$ cat src/rtl/pwm_wave_pkg.sv
// Shared wave-select encodings, default sample width and, with PWM_WAVE_SINE_EN,
// the quarter-wave sine table used by the waveform shaper.
package pwm_wave_pkg;

  localparam int DEF_SAMPLE_BITS = 8;

  typedef enum logic [1:0] {
    WAVE_SQUARE = 2'd0,
    WAVE_SAW    = 2'd1,
    WAVE_TRI    = 2'd2,
    WAVE_SINE   = 2'd3
  } wave_sel_e;

`ifdef PWM_WAVE_SINE_EN
  // round(127*sin(i*pi/126)): entry 0 is the zero crossing, entry 63 the peak
  localparam logic [6:0] SINE_QUARTER [64] = '{
    7'd0,   7'd3,   7'd6,   7'd9,   7'd13,  7'd16,  7'd19,  7'd22,
    7'd25,  7'd28,  7'd31,  7'd34,  7'd37,  7'd40,  7'd43,  7'd46,
    7'd49,  7'd52,  7'd55,  7'd58,  7'd61,  7'd64,  7'd66,  7'd69,
    7'd72,  7'd74,  7'd77,  7'd79,  7'd82,  7'd84,  7'd86,  7'd89,
    7'd91,  7'd93,  7'd95,  7'd97,  7'd99,  7'd101, 7'd103, 7'd105,
    7'd107, 7'd108, 7'd110, 7'd112, 7'd113, 7'd114, 7'd116, 7'd117,
    7'd118, 7'd119, 7'd120, 7'd121, 7'd122, 7'd123, 7'd124, 7'd124,
    7'd125, 7'd126, 7'd126, 7'd126, 7'd127, 7'd127, 7'd127, 7'd127
  };

  function automatic logic [6:0] sine_quarter(input logic [5:0] idx);
    return SINE_QUARTER[idx];
  endfunction
`endif

endpackage

$ cat src/rtl/pwm_core.sv
// Free-running PWM: counter, duty latched on the period boundary, registered compare.
// Latency: o_pwm one clock behind the counter; no backpressure, the strobe is a bare pulse.
module pwm_core #(
  parameter int PWM_BITS = 8
) (
  input  logic                i_clk,
  input  logic                i_rst_n,
  input  logic                i_enable,
  input  logic [PWM_BITS-1:0] i_duty,
  output logic                o_pwm,
  output logic                o_period_strobe
);

  localparam logic [PWM_BITS-1:0] CNT_MAX = '1;

  logic [PWM_BITS-1:0] cnt_q, cnt_d;
  logic [PWM_BITS-1:0] duty_q, duty_d;
  logic                pwm_q, pwm_d;
  logic                strobe;

  // Gated by enable so a stop landing on the last count never emits a pulse
  assign strobe = i_enable && (cnt_q == CNT_MAX);

  always_comb begin
    cnt_d  = '0;
    duty_d = duty_q;
    pwm_d  = 1'b0;
    if (i_enable) begin
      cnt_d = cnt_q + PWM_BITS'(1);
      pwm_d = (cnt_q < duty_q);
    end
    if (strobe) begin
      duty_d = i_duty;
    end
  end

  always_ff @(posedge i_clk or negedge i_rst_n) begin
    if (!i_rst_n) begin
      cnt_q  <= '0;
      duty_q <= '0;
      pwm_q  <= 1'b0;
    end else begin
      cnt_q  <= cnt_d;
      duty_q <= duty_d;
      pwm_q  <= pwm_d;
    end
  end

  assign o_pwm           = pwm_q;
  assign o_period_strobe = strobe;

endmodule

$ cat src/rtl/pwm_wave_modulator.sv
// Phase word -> shaped 8-bit sample (stage 1) -> volume-scaled sample (stage 2) -> PWM pin.
// Latency: i_phase to o_sample 2 clocks; no backpressure. PWM_WAVE_SINE_EN adds the sine source.
module pwm_wave_modulator
  import pwm_wave_pkg::*;
#(
  parameter int PHASE_BITS  = 32,
  parameter int SAMPLE_BITS = DEF_SAMPLE_BITS,
  parameter int PWM_BITS    = 8
) (
  input  logic                   i_clk,
  input  logic                   i_rst_n,
  input  logic [PHASE_BITS-1:0]  i_phase,
  input  logic [1:0]             i_wave_sel,
  input  logic [SAMPLE_BITS-1:0] i_volume,
  input  logic                   i_enable,
  output logic [SAMPLE_BITS-1:0] o_sample,
  output logic                   o_pwm,
  output logic                   o_period_strobe
);

  logic [SAMPLE_BITS:0]     p;
  logic                     msb;
  logic [SAMPLE_BITS-1:0]   tri_w;
  logic [SAMPLE_BITS-1:0]   wave_d, wave_q;
  logic [SAMPLE_BITS:0]     vol_p1;
  logic [2*SAMPLE_BITS-1:0] product;
  logic [SAMPLE_BITS-1:0]   sample_d, sample_q;
  logic                     unused_phase;

  assign p            = i_phase[PHASE_BITS-1 -: SAMPLE_BITS+1];
  assign msb          = p[SAMPLE_BITS];
  assign tri_w        = msb ? ~p[SAMPLE_BITS-1:0] : p[SAMPLE_BITS-1:0];
  assign unused_phase = ^i_phase[PHASE_BITS-SAMPLE_BITS-2:0];

`ifdef PWM_WAVE_SINE_EN
  logic [5:0] sine_idx;
  logic [6:0] sine_mag;
  logic [7:0] sine_w;

  // Second quadrant walks the table backwards; the lower half-cycle mirrors about 127.5
  assign sine_idx = i_phase[PHASE_BITS-2] ? ~i_phase[PHASE_BITS-3 -: 6]
                                          :  i_phase[PHASE_BITS-3 -: 6];
  assign sine_mag = sine_quarter(sine_idx);
  assign sine_w   = msb ? (8'd127 - {1'b0, sine_mag}) : (8'd128 + {1'b0, sine_mag});
`endif

  always_comb begin
    wave_d = tri_w;
    case (wave_sel_e'(i_wave_sel))
      WAVE_SQUARE: wave_d = {SAMPLE_BITS{~msb}};
      WAVE_SAW:    wave_d = p[SAMPLE_BITS:1];
      WAVE_TRI:    wave_d = tri_w;
`ifdef PWM_WAVE_SINE_EN
      WAVE_SINE:   wave_d = sine_w;
`else
      WAVE_SINE:   wave_d = tri_w;
`endif
      default:     wave_d = tri_w;
    endcase
  end

  // (volume+1) makes 255 an exact unity gain after the >>SAMPLE_BITS
  assign vol_p1   = {1'b0, i_volume} + (SAMPLE_BITS+1)'(1);
  assign product  = (2*SAMPLE_BITS)'(wave_q) * (2*SAMPLE_BITS)'(vol_p1);
  assign sample_d = product[2*SAMPLE_BITS-1 -: SAMPLE_BITS];

  always_ff @(posedge i_clk or negedge i_rst_n) begin
    if (!i_rst_n) begin
      wave_q   <= '0;
      sample_q <= '0;
    end else begin
      wave_q   <= wave_d;
      sample_q <= sample_d;
    end
  end

  assign o_sample = sample_q;

  pwm_core #(
    .PWM_BITS(PWM_BITS)
  ) u_pwm_core (
    .i_clk          (i_clk),
    .i_rst_n        (i_rst_n),
    .i_enable       (i_enable),
    .i_duty         (sample_q),
    .o_pwm          (o_pwm),
    .o_period_strobe(o_period_strobe)
  );

endmodule

$ cat config.mk
export PLATFORM = sky130hd
export DESIGN_NAME = pwm_wave_modulator
export DESIGN_NICKNAME = d
export VERILOG_FILES = /design/src/rtl/pwm_wave_pkg.sv /design/src/rtl/pwm_core.sv /design/src/rtl/pwm_wave_modulator.sv
export SDC_FILE = /design/constraint.sdc
export NUM_CORES = 1
export LEC_CHECK = 0
export CAP_MARGIN = 20
export CELL_PAD_IN_SITES_DETAIL_PLACEMENT = 1
export CELL_PAD_IN_SITES_GLOBAL_PLACEMENT = 1
export CORE_ASPECT_RATIO = 0.9
export CORE_MARGIN = 5
export CORE_UTILIZATION = 34
export CTS_CLUSTER_SIZE = 12
export DETAILED_ROUTE_END_ITERATION = 6
export PLACE_DENSITY_LB_ADDON = 0.25
export SYNTH_ARGS = -nofsm -noshare
export SYNTH_HDL_FRONTEND = slang
export SYNTH_SLANG_ARGS = --single-unit
$ cat constraint.sdc
create_clock -name i_clk -period 5.7 [get_ports i_clk]
set_input_delay 1.425 -clock i_clk [delete_from_list [all_inputs] [get_ports i_clk]]
set_output_delay 1.425 -clock i_clk [all_outputs]
set_load 0.01 [all_outputs]
Run 1, I/O nets highlighted:
The bar under the picture is 20 um long.
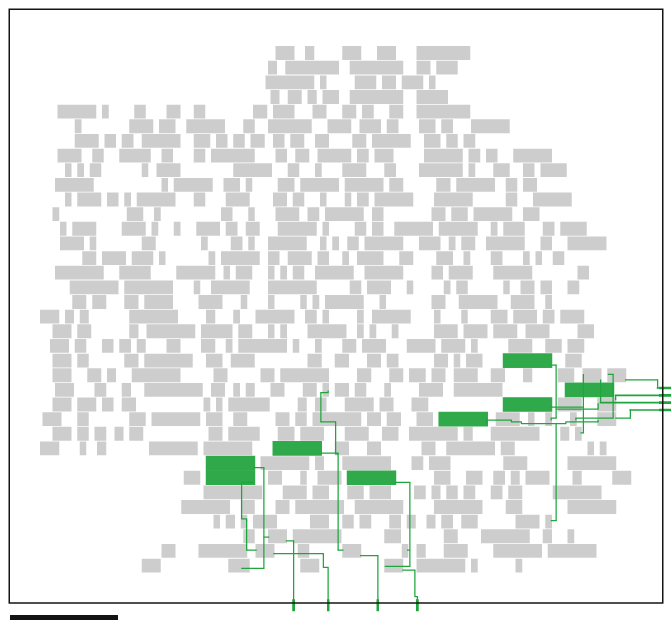
[green] o_sample | bits: 8 | direction: output | edge: 4 south, 4 east | end cells: 8 | wire: 295 um
I/O Buffers: 31
io pins: 55

Run 1, power grid:
The bar under the picture is 20 um long. Pins as bars on the die edge. Tap cells in grey.
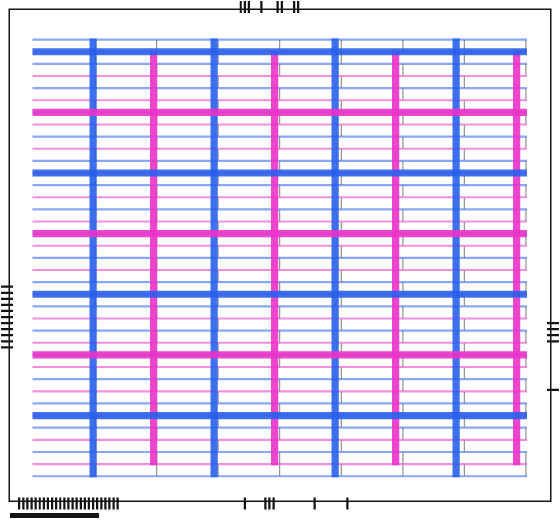
[magenta] VDD
[blue] VSS
met5 straps: 7
met4 straps: 8
rows: 36
met1 rails: 37
Die X: 121.1 um
Die H: 110.0 um

Run 1, placed standard cells:
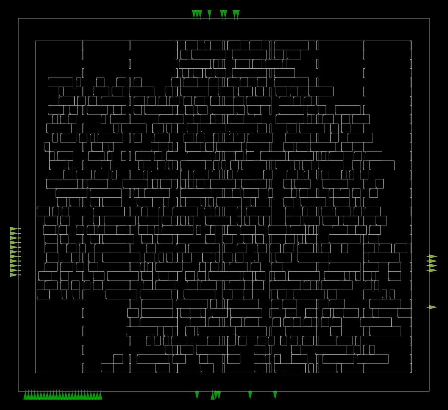
Filler Cell Count: 1206
Core Area: 10860 um2
Seq/total area: 16.11%
post-layout util: 47.22%
Std-Cell Rows: 36

Run 1, wiring heat map:
The die is cut into 24 by 22 equal tiles; dark blue is low, red is high, scaled to the fullest tile. Values are wire area over tile area, all layers added.
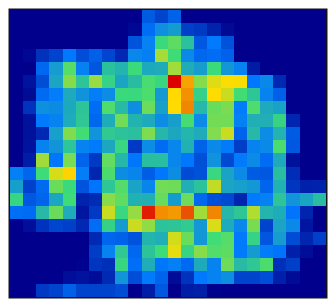
nearly empty tiles: 26%
mean over tiles: 0.11
tiles over half the peak: 15%

==> job_summary.md, run 1 <==
## PnR job results

| Metric | Value |
|---|---|
| FP Core Util | 34.80% |
| Hold Vio Cnt, Final | 0 |
| Most frequent CP cell | fa_1 |
| Antenna violations before repair | 0 |
| Max Used Layer | met4 |
| Syn Std Cell Area | 3777 um2 |
| Synthesized registers | 33 |
| Busiest grt layer | met2 |
| Max-slew headroom | 65.04% |
| Maxcap violations | 0 |
| DRT Pass-1 Iters | 4 |
| Hold depth | 1 |
| Seq power | 0.325 mW |
| Routability congestion estimate | 0.7885 |
| Outcome | finished, final reports clean |
| Worst R2R Setup Slack | 1.42 ns |
| Most frequent cells in the layout | inv_1 (65), buf_4 (44), fa_1 (37), ha_1 (35), dfrtp_1 (33) |
| Post-CTS Hold Buffers | 0 |
| Sequential share of the synthesized area | 21.86% |
| Worst-Skew Late Latency | 0.28 ns |
| Top cells, area | dfrtp_1 (22%), fa_1 (21%), ha_1 (14%) |
| Post-route ant nets | 0 |
| Psw | 1.111 mW |
| Int Pwr | 1.478 mW |
| Vias | 2994 |
| Clk pwr share | 13.4% |
| Drt via density | 4.790 |
| Chip Area | 13320 um2 |
| Met1 global-route usage | 19.42% |
| GR Layer Usage met2 | 27.97% |
| M3 GR Usage | 2.398% |
| Distinct lib cells used | 40 |
| TritonCTS clock tree | done |
| CP top delay family | adder cells |
| CP startpoint | i_volume[3] |
| RSZ-0062 raised after global routing | no |
| Drt drc | 0 |
-- run 1: cell families (layout without fill, tap and decap cells) --
kind of cell | count (synthesis) | count (layout) | share of synthesized area, %
AND/OR/NAND/NOR | 118 | 118 | 18.71
adder cells (fa/ha/maj) | 81 | 81 | 34.78
buffers and inverters | 71 | 152 | 7.453
AND-OR/OR-AND | 64 | 64 | 11.33
flip-flops | 33 | 33 | 21.86
XOR/XNOR | 24 | 24 | 5.565
multiplexers | 1 | 1 | 0.2981
-- run 1: repair_timing --
action	CTS	global route
setup buffers	5	0
pin swaps	30	7
endpoints found under the setup margin	8	7
resized	56	18
-- run 1: synthesized netlist by cell type --
cell and n:
xnor2_1 15, o31a_1 1, o2111ai_1 1, a31o_2 1
o21a_1 1, nand2b_1 12, xor2_1 9, o21ai_1 9
clkbuf_1 4, nor2_1 8, o31ai_2 1, a32o_1 1
o21ai_2 1, a21oi_2 1, nand2_1 14, buf_6 2
mux2_1 1, and2b_2 5, inv_1 65, a211oi_2 1
dfrtp_1 33, and4_4 1, nand3_1 7, a21o_1 18
and4bb_4 1, a31oi_1 4, and3_2 1, or3_1 1
a211oi_1 2, fa_1 40, and2_1 27, nand4_1 1
ha_1 41, nor2b_1 35, and3_1 4, o211ai_1 1
o21ai_0 1, o22ai_1 7, a21oi_1 13, nor3_2 1
-- run 1: sequential cells by signal, summed over array words and instances, names as in the netlist --
register	count
o_sample	8
u_pwm_core.cnt_q	8
u_pwm_core.duty_q	8
wave_q	8
u_pwm_core.o_pwm	1
-- run 1: area by class of cell --
class,instances,area share (%)
clock buffers,5,2.441
multi-input cells,288,58.53
clock inverters,3,1.269
well taps,152,3.710
flip-flops and latches,33,16.11
repair buffers,79,13.18
inverters,65,4.760
==> inputs of run 2 (changes only) <==
--- a/config.mk
+++ b/config.mk
@@ -8,12 +8,13 @@
 export CAP_MARGIN = 20
 export CELL_PAD_IN_SITES_DETAIL_PLACEMENT = 1
 export CELL_PAD_IN_SITES_GLOBAL_PLACEMENT = 1
-export CORE_ASPECT_RATIO = 0.9
+export CORE_ASPECT_RATIO = 1.25
 export CORE_MARGIN = 5
 export CORE_UTILIZATION = 34
+export CTS_BUF_LIST = sky130_fd_sc_hd__clkbuf_8 sky130_fd_sc_hd__clkbuf_16
 export CTS_CLUSTER_SIZE = 12
 export DETAILED_ROUTE_END_ITERATION = 6
-export PLACE_DENSITY_LB_ADDON = 0.25
+export PLACE_DENSITY_LB_ADDON = 0.2
 export SYNTH_ARGS = -nofsm -noshare
 export SYNTH_HDL_FRONTEND = slang
 export SYNTH_SLANG_ARGS = --single-unit
==> job_summary.md, run 2 <==
## PnR job results

| Metric | Value |
|---|---|
| Outcome | finished, final reports clean |
| Most frequent cells in the layout | inv_1 (66), buf_4 (48), fa_1 (40), ha_1 (34), dfrtp_1 (33) |
| Synth async-reset ratio | 100.0% (unchanged) |
| Worst R2R Setup Slack | 1.56 ns (+0.14 ns) |
| EDFF count, synth | 0 (unchanged) |
| Setup Buffers After CTS | 5 (unchanged) |
| Io pins | 55 (unchanged) |
| Mux contribution to synthesized area | 0.2981% (unchanged) |
| Die X | 104.3 um (-14%) |
| Busiest grt layer | met2 |
| Psw | 0.9590 mW (-14%) |
| Clk pwr share | 13.7% (+0.3 points) |
| Post-layout util | 45.47% (-1.7 points) |
| Post-route ant nets | 0 (unchanged) |
| Post-synth top cells | inv_1 (65), ha_1 (41), fa_1 (40) |
| Drt drc | 0 (unchanged) |
| I/O Buffers | 31 (unchanged) |
| Post-CTS Hold Buffers | 0 (unchanged) |
| DRT Pass-1 Iters | 4 (unchanged) |
| Met1 global-route usage | 13.98% (-5.4 points) |
| Post-synthesis cell type with the largest instance count | inv_1 |
| RSZ-0062 raised after global routing | no |
| Post-Synth AOI/OAI Area | 11.33% (unchanged) |
| Simple logic cell fraction of the synthesized area | 18.71% (unchanged) |
| Die H | 127.8 um (+16%) |
| Main logic family after synthesis | adder cells |
| Syn Std Cell Area | 3777 um2 (unchanged) |
| M3 GR Usage | 2.771% (+0.37 points) |
| Top cells, area | dfrtp_1 (22%), fa_1 (21%), ha_1 (14%) |
| Core Area | 10980 um2 (+1.1%) |
| Drt via density | 4.825 (+0.72%) |
| Hold Vio Cnt, Final | 0 (unchanged) |
| Routability congestion estimate | 0.7720 (-2.1%) |
| Post-CTS resize count | 30 (-46%) |
| TritonCTS clock tree | done |
| Max Used Layer | met4 |
| Hold depth | 1 (unchanged) |
| Sequential share of the synthesized area | 21.86% (unchanged) |
| Hold Crit Class | reg2reg |
| GR Layer Usage met2 | 28.12% (+0.16 points) |
| Metal-1 WL | 3291 um |
| Antenna violations before repair | 0 (unchanged) |
| Max-slew headroom | 63.33% (-1.7 points) |
| Int Pwr | 1.356 mW (-8.3%) |
| Chip Area | 13330 um2 (about the same) |
run 2: worst max-delay path by stage:
stage | end | cells after the start | start
2_1_floorplan | o_sample[4] | 17 | i_volume[0]
3_3_place_gp | o_sample[7] | 17 | i_volume[0]
3_5_place_dp | o_sample[5] | 18 | i_volume[0]
4_1_cts | o_sample[7] | 18 | i_volume[4]
5_1_grt | o_sample[7] | 16 | i_volume[7]
6_report | o_sample[7] | 16 | i_volume[7]
run 2: kinds of logic after synthesis:
logic type,count (synthesis)
XOR/XNOR,24
AND/OR/NAND/NOR,118
flip-flops,33
AND-OR/OR-AND,64
multiplexers,1
adder cells (fa/ha/maj),81
buffers and inverters,71
run 2: critical path, cell delays in order:
cell and delay [ns]:
clkdlybuf4s50_1 0.59, nand2_1 0.14, nor3_4 0.15, and2_4 0.17, fa_1 0.44, fa_1 0.50
fa_1 0.54, inv_1 0.05, fa_1 0.54, inv_1 0.05, ha_2 0.19, a21o_1 0.17
a31o_2 0.26, a21o_1 0.18, a31oi_1 0.17, xnor2_1 0.14
run 2: power by group through the flow:
stage / logic [mW] / clock network, mW / registers [mW]
final: 1.68 / 0.317 / 0.319
after global routing: 1.91 / 0.340 / 0.325
after CTS: 1.66 / 0.326 / 0.320
after detailed placement: 1.58 / 0 / 0.324
after global placement: 1.54 / 0 / 0.323
after floorplan: 0.946 / 0 / 0.327
run 2: metrics by stage:
step                instances    TNS, ns
finish                    611          0
global route              611          0
floorplan                 392          0
global placement          597     -4.611
CTS                       610  -0.004057
detailed placement        597     -5.820
run 2: layout make-up:
type,instances,share of cell area (%)
flip-flops and latches,33,16.55
well taps,135,3.384
multi-input cells,288,57.78
inverters,65,4.888
clock buffers,6,2.783
repair buffers,82,13.94
clock inverters,2,0.6769
Run 2, wiring heat map:
The die is cut into 21 by 26 equal tiles; dark blue is low, red is high, scaled to the fullest tile. Values are wire area over tile area, all layers added.
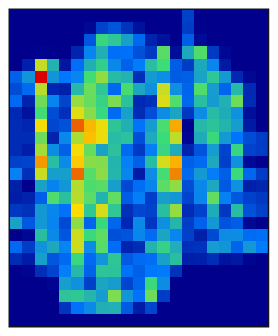
nearly empty tiles: 27%
tiles over half the peak: 12%
fullest tile: 0.43
mean over tiles: 0.098
emptiest ninth of the die: south-east
all-layer global routing usage: 13.70%
Post-Route WL: 8559 um
vias: 2948

Run 2, I/O nets highlighted:
The bar under the picture is 20 um long.
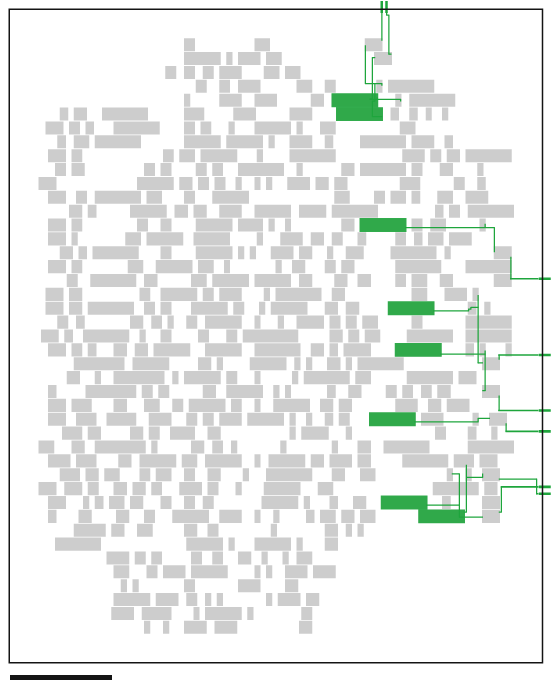
[green] o_sample | bits: 8 | direction: output | edge: 6 east, 2 north | end cells: 8 | wire: 223 um

Power figures rest on the tool's default switching activity, not on a simulated workload.
